<file path="config.mk">
export PLATFORM = sky130hd
export DESIGN_NAME = uart_tx
export DESIGN_NICKNAME = d
export VERILOG_FILES = /design/src/rtl/uart_pkg.sv /design/src/rtl/uart_baud_gen.sv /design/src/rtl/uart_tx.sv
export SDC_FILE = /design/constraint.sdc
export NUM_CORES = 1
export LEC_CHECK = 0
export ABC_CLOCK_PERIOD_IN_PS = 5000
export CAP_MARGIN = 20
export CORE_ASPECT_RATIO = 1.25
export CORE_MARGIN = 3
export CORE_UTILIZATION = 45
export CTS_BUF_LIST = sky130_fd_sc_hd__clkbuf_4 sky130_fd_sc_hd__clkbuf_8 sky130_fd_sc_hd__clkbuf_16
export DETAILED_ROUTE_END_ITERATION = 8
export HOLD_SLACK_MARGIN = 0.06
export PLACE_DENSITY = 0.65
export SETUP_SLACK_MARGIN = 0.3
export SYNTH_ARGS = -nofsm -noshare
export SYNTH_HDL_FRONTEND = slang
export SYNTH_SLANG_ARGS = --single-unit
</file>
<file path="constraint.sdc">
create_clock -name clk -period 5 [get_ports clk]
set_clock_uncertainty 0.2 [all_clocks]
set_input_delay 1 -clock clk [delete_from_list [all_inputs] [get_ports clk]]
set_output_delay 1 -clock clk [all_outputs]
set_load 0.005 [all_outputs]
</file>
<file path="src/rtl/uart_pkg.sv">
// Shared UART definitions: transmitter state encoding and frame-length helpers.
package uart_pkg;

  typedef enum logic [2:0] {
    IDLE,
    START,
    DATA,
    PARITY,
    STOP
  } uart_tx_state_t;

  localparam int unsigned START_BITS = 1;

  // Number of bit times in one frame.
  function automatic int unsigned frame_bits(input int unsigned data_bits,
                                             input int unsigned parity_en,
                                             input int unsigned stop_bits);
    return START_BITS + data_bits + parity_en + stop_bits;
  endfunction

  // Number of clk cycles in one frame.
  function automatic int unsigned frame_cycles(input int unsigned clk_div,
                                               input int unsigned data_bits,
                                               input int unsigned parity_en,
                                               input int unsigned stop_bits);
    return clk_div * frame_bits(data_bits, parity_en, stop_bits);
  endfunction

endpackage

</file>
<file path="src/rtl/uart_baud_gen.sv">
// Restartable modulo-CLK_DIV counter; bit_end is high while the count sits at CLK_DIV-1.
module uart_baud_gen #(
  parameter int unsigned CLK_DIV = 16
) (
  input  logic clk,
  input  logic RSTn,
  input  logic restart,
  output logic bit_end
);

  localparam int unsigned CW = (CLK_DIV > 2) ? $clog2(CLK_DIV) : 1;

  logic [CW-1:0] cnt;
  logic [CW-1:0] cnt_nxt;

  // Next count: hold at zero on restart, wrap at the last cycle of a bit.
  always_comb begin
    cnt_nxt = cnt + CW'(1);
    if (restart || (cnt == CW'(CLK_DIV - 1))) begin
      cnt_nxt = '0;
    end
  end

  // Count register; bit_end is registered from the next count so it aligns with cnt.
  always_ff @(posedge clk or negedge RSTn) begin
    if (!RSTn) begin
      cnt     <= '0;
      bit_end <= 1'b0;
    end else begin
      cnt     <= cnt_nxt;
      bit_end <= (cnt_nxt == CW'(CLK_DIV - 1));
    end
  end

endmodule

</file>
<file path="src/rtl/uart_tx.sv">
// UART transmitter: valid/ready word in, start + LSB-first data + optional parity + stop bits out.
module uart_tx
  import uart_pkg::*;
#(
  parameter int unsigned CLK_DIV    = 16,
  parameter int unsigned DATA_BITS  = 8,
  parameter int unsigned PARITY_EN  = 0,
  parameter int unsigned PARITY_ODD = 0,
  parameter int unsigned STOP_BITS  = 1
) (
  input  logic                 clk,
  input  logic                 RSTn,
  input  logic [DATA_BITS-1:0] tx_data,
  input  logic                 tx_valid,
  output logic                 tx_ready,
  output logic                 tx,
  output logic                 tx_busy
);

  localparam int unsigned BCW = $clog2(DATA_BITS + 1);

  uart_tx_state_t       state, state_nxt;
  logic [DATA_BITS-1:0] shreg, shreg_nxt;
  logic [BCW-1:0]       bit_cnt, bit_cnt_nxt;
  logic                 stop_cnt, stop_cnt_nxt;
  logic                 par, par_nxt;
  logic                 tx_nxt;
  logic                 ready_nxt;
  logic                 baud_restart;
  logic                 bit_end;

  // Divider is held at zero while idle so every frame starts on a clean bit boundary.
  assign baud_restart = (state == IDLE);

  uart_baud_gen #(
    .CLK_DIV(CLK_DIV)
  ) u_baud (
    .clk    (clk),
    .RSTn   (RSTn),
    .restart(baud_restart),
    .bit_end(bit_end)
  );

  // State, shift register, counters and parity register.
  always_ff @(posedge clk or negedge RSTn) begin
    if (!RSTn) begin
      state    <= IDLE;
      shreg    <= '0;
      bit_cnt  <= '0;
      stop_cnt <= 1'b0;
      par      <= 1'b0;
      tx       <= 1'b1;
      tx_ready <= 1'b1;
      tx_busy  <= 1'b0;
    end else begin
      state    <= state_nxt;
      shreg    <= shreg_nxt;
      bit_cnt  <= bit_cnt_nxt;
      stop_cnt <= stop_cnt_nxt;
      par      <= par_nxt;
      tx       <= tx_nxt;
      tx_ready <= ready_nxt;
      tx_busy  <= ~ready_nxt;
    end
  end

  // Next-state logic; line level is decoded from the next state so tx is a clean flop output.
  always_comb begin
    state_nxt    = state;
    shreg_nxt    = shreg;
    bit_cnt_nxt  = bit_cnt;
    stop_cnt_nxt = stop_cnt;
    par_nxt      = par;
    tx_nxt       = 1'b1;
    ready_nxt    = 1'b0;

    unique case (state)
      IDLE: begin
        if (tx_valid && tx_ready) begin
          state_nxt    = START;
          shreg_nxt    = tx_data;
          par_nxt      = (^tx_data) ^ 1'(PARITY_ODD);
          bit_cnt_nxt  = '0;
          stop_cnt_nxt = 1'b0;
        end
      end
      START: begin
        if (bit_end) state_nxt = DATA;
      end
      DATA: begin
        if (bit_end) begin
          shreg_nxt = shreg >> 1;
          if (bit_cnt == BCW'(DATA_BITS - 1)) begin
            bit_cnt_nxt = '0;
            state_nxt   = (PARITY_EN != 0) ? PARITY : STOP;
          end else begin
            bit_cnt_nxt = bit_cnt + BCW'(1);
          end
        end
      end
      PARITY: begin
        if (bit_end) state_nxt = STOP;
      end
      STOP: begin
        if (bit_end) begin
          if (stop_cnt == 1'(STOP_BITS - 1)) begin
            state_nxt    = IDLE;
            stop_cnt_nxt = 1'b0;
          end else begin
            stop_cnt_nxt = 1'b1;
          end
        end
      end
      default: state_nxt = IDLE;
    endcase

    unique case (state_nxt)
      START:   tx_nxt = 1'b0;
      DATA:    tx_nxt = shreg_nxt[0];
      PARITY:  tx_nxt = par_nxt;
      default: tx_nxt = 1'b1;
    endcase

    ready_nxt = (state_nxt == IDLE);
  end

endmodule

</file>
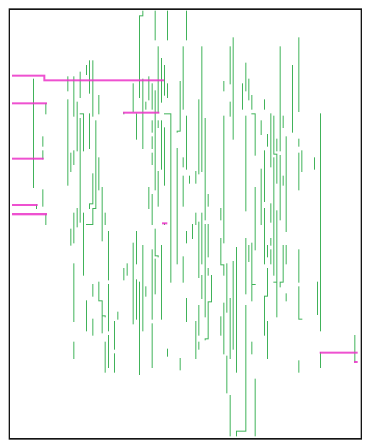
(metal layers overlaid)
Two of the layers only.
color	layer	wire length
green	met2	1,090 um
magenta	met3	51.0 um

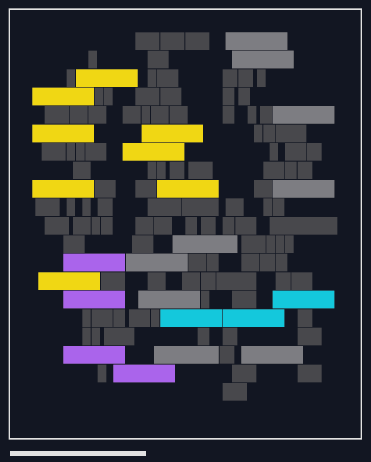
(sequential cells grouped by signal name)
Scale bar: 20 um. Other sequential cells in the stronger gray, the rest of the logic in the fainter gray.
color	name in the netlist	placed flops
yellow	`shreg`	8
purple	`u_baud.cnt`	4
cyan	`state`	3
final core utilization: 56.7%
area taken by flip-flops and latches: 603 um^2
sequential cell area share: 43.4%

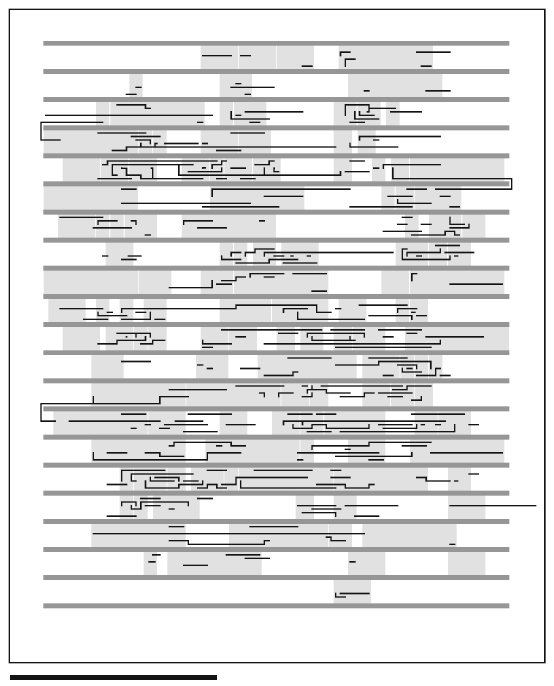
(metal 1)
Scale bar: 20 um. Supply wires on this layer in gray. Cells faint in the background.
longest straight run	26.2 um
wire length on this layer	952 um

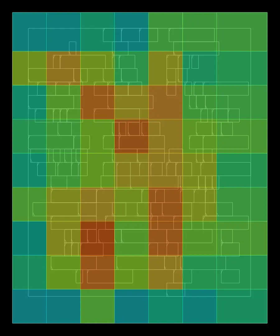
(routing congestion)
met2 routing resource usage after global routing: 24.4%
most utilized layer in the global route result: met2
met3 capacity usage during global routing: 2.13%
GRT Overall Usage: 14.8%
Routed wire per std cell: 13.0 um

[kinds of logic after synthesis]
| kind of cell | after synthesis |
|---|---|
| flip-flops | 24 |
| AND/OR/NAND/NOR | 46 |
| XOR/XNOR | 9 |
| buffers and inverters | 6 |
| adder cells (fa/ha/maj) | 2 |
| AND-OR/OR-AND | 27 |
[state kept, by name, indices dropped and copies added, names as in the netlist]
signal,flops
par,1
state,3
tx,1
bit_cnt,4
u_baud.bit_end,1
shreg,8
tx_busy,1
u_baud.cnt,4
tx_ready,1
[path summary, 6_finish.rpt]
path / from / to / cells after the start
max: tx_ready / tx_ready / 1
min: shreg[1] / shreg[1] / 2
max reg2reg: state[0] / tx / 5
min reg2reg: shreg[1] / shreg[1] / 2
max in group asynchronous: RSTn / tx_ready / 2
min in group asynchronous: RSTn / bit_cnt[2] / 1
[Yosys cell counts (all sizes together)]
master	number
or2b	1
buf	4
a21o	1
a21oi	5
a21boi	1
dfstp	2
nor4bb	1
o221ai	1
nand2	18
dfrtp	22
or3	1
nand3	2
xnor2	8
a22oi	6
and3b	1
xor2	1
nor2b	1
nor2	7
o21ai	6
a211oi	1
inv	2
nand2b	6
and2b	1
a31o	1
a221o	1
nor3	3
and2	3
a2111oi	1
a22o	1
ha	2
o22ai	2
and4b	1
[layout make-up]
| class | count | share of cell area [%] |
|---|---|---|
| clock buffers | 4 | 2.61 |
| inverters | 2 | 0.540 |
| multi-input cells | 84 | 38.6 |
| flip-flops and latches | 24 | 43.4 |
| well taps | 33 | 2.97 |
| repair buffers | 15 | 11.9 |
[metal layers]
| metal | up-vias | GRT usage (%) | routed length (um) |
|---|---|---|---|
| met4 | 0 | 5.90 | 21 |
| met5 | - | 0 | 0 |
| met1 | 415 | 19.1 | 951 |
| li1 | 428 | - | - |
| met3 | 2 | 2.13 | 51 |
| met2 | 9 | 24.4 | 1090 |
[per-stage QoR]
| stage | cells | setup slack [ps] | hold slack, ps |
|---|---|---|---|
| CTS | 161 | 2420 | 287 |
| finish | 162 | 2440 | 281 |
| global placement | 157 | 2320 | 252 |
| global route | 162 | 2400 | 309 |
| floorplan | 114 | 2820 | 238 |
| detailed placement | 157 | 2290 | 255 |
[power by group]
| part | internal (mW) | switching (mW) |
|---|---|---|
| combinational | 0.125 | 0.121 |
| clock | 0.0445 | 0.0575 |
| sequential | 0.277 | 0.0629 |
| total | 0.447 | 0.241 |
==> COMMIT_EDITMSG <==
Record implementation results from latest flow run

* Status: completed
- Of the total synthesized cell area, the portion taken by AND, OR, NAND and NOR gates is around a fifth.
* Critical path, cell by cell: clkdlybuf4s50_1
* Slew Limit Headroom: 61.4%
- Main logic family after synthesis: simple AND/OR/NAND/NOR gates
* # Max-Cap Violations: 0
- Pin placement for this block handled 14 I/O pins.
* Total clock buffers created by CTS: 3
- In the synthesized netlist, mux cells make up 0% of the area.
- Global placer's final weighted congestion: 0.839
- According to the hold report, the worst path is of the reg -> reg type.
* Dominant cell area share: 47.0%
- Endpoints with negative setup slack in the final report add up to 0.
- Subtracting the final worst setup slack from the clock period gives 2560 ps.
* Post-synthesis share of cell area spent on full adders, half adders and majority gates: 2.13%
- At the worst endpoint, the arrival time is 1360 ps.
- Chip area from the yosys synthesis statistics: between 0.001 and 0.0015 mm^2
- Max-slew check failures listed in the final report amount to 0.
- The worst setup path is captured at a primary output.
* Area added between synthesis and finish: 18.6%
* Clock insertion delay at the later pin of the skew report: 310 ps
- After technology mapping, the gate count stands at 114.
- Final sum of negative setup slack: 0 ps
- Proportion of synthesized chip area in sequential cells: 51.4%
* Register-to-register path setup slack: between 3000 and 4000 ps
- The worst setup path is launched from a flop.
* Port-buffer cells: 13
- Aoi share: 16.2%
- Floorplan utilization: 47.8%
- Post_cts resized: 0
- Count of hold-fix buffers inserted at cts: 0
- CTS tree: yes
* Kind of cell with the highest combined delay on the critical path: flip-flops
* Yosys stat cell total: 114
* Total of flip-flops plus latches after synthesis: 24
- Ratio of final minimum period to clock period: 51.2%
- The power report puts the leakage power at 0.598 nW.
- Final Hold Fails: 0
- Count of TritonRoute iterations in the first routing pass: 4
* Master cell of the clock root buffer: clkbuf_4
- Critical path buffer and inverter count: 1
* Deepest clock path buffer count: 2
* Number of vias per cell after detailed routing: 5.27
- Looking at the clock tree report, the H-tree level count equals 1.
- The worst-case IR drop observed on VDD is 0.306 mV.
- Post-Syn Area per Cell: 10.3 um^2
- For this run, the slowest stage of the critical path takes around 550 ps.
Power and IR drop assume default switching activity.
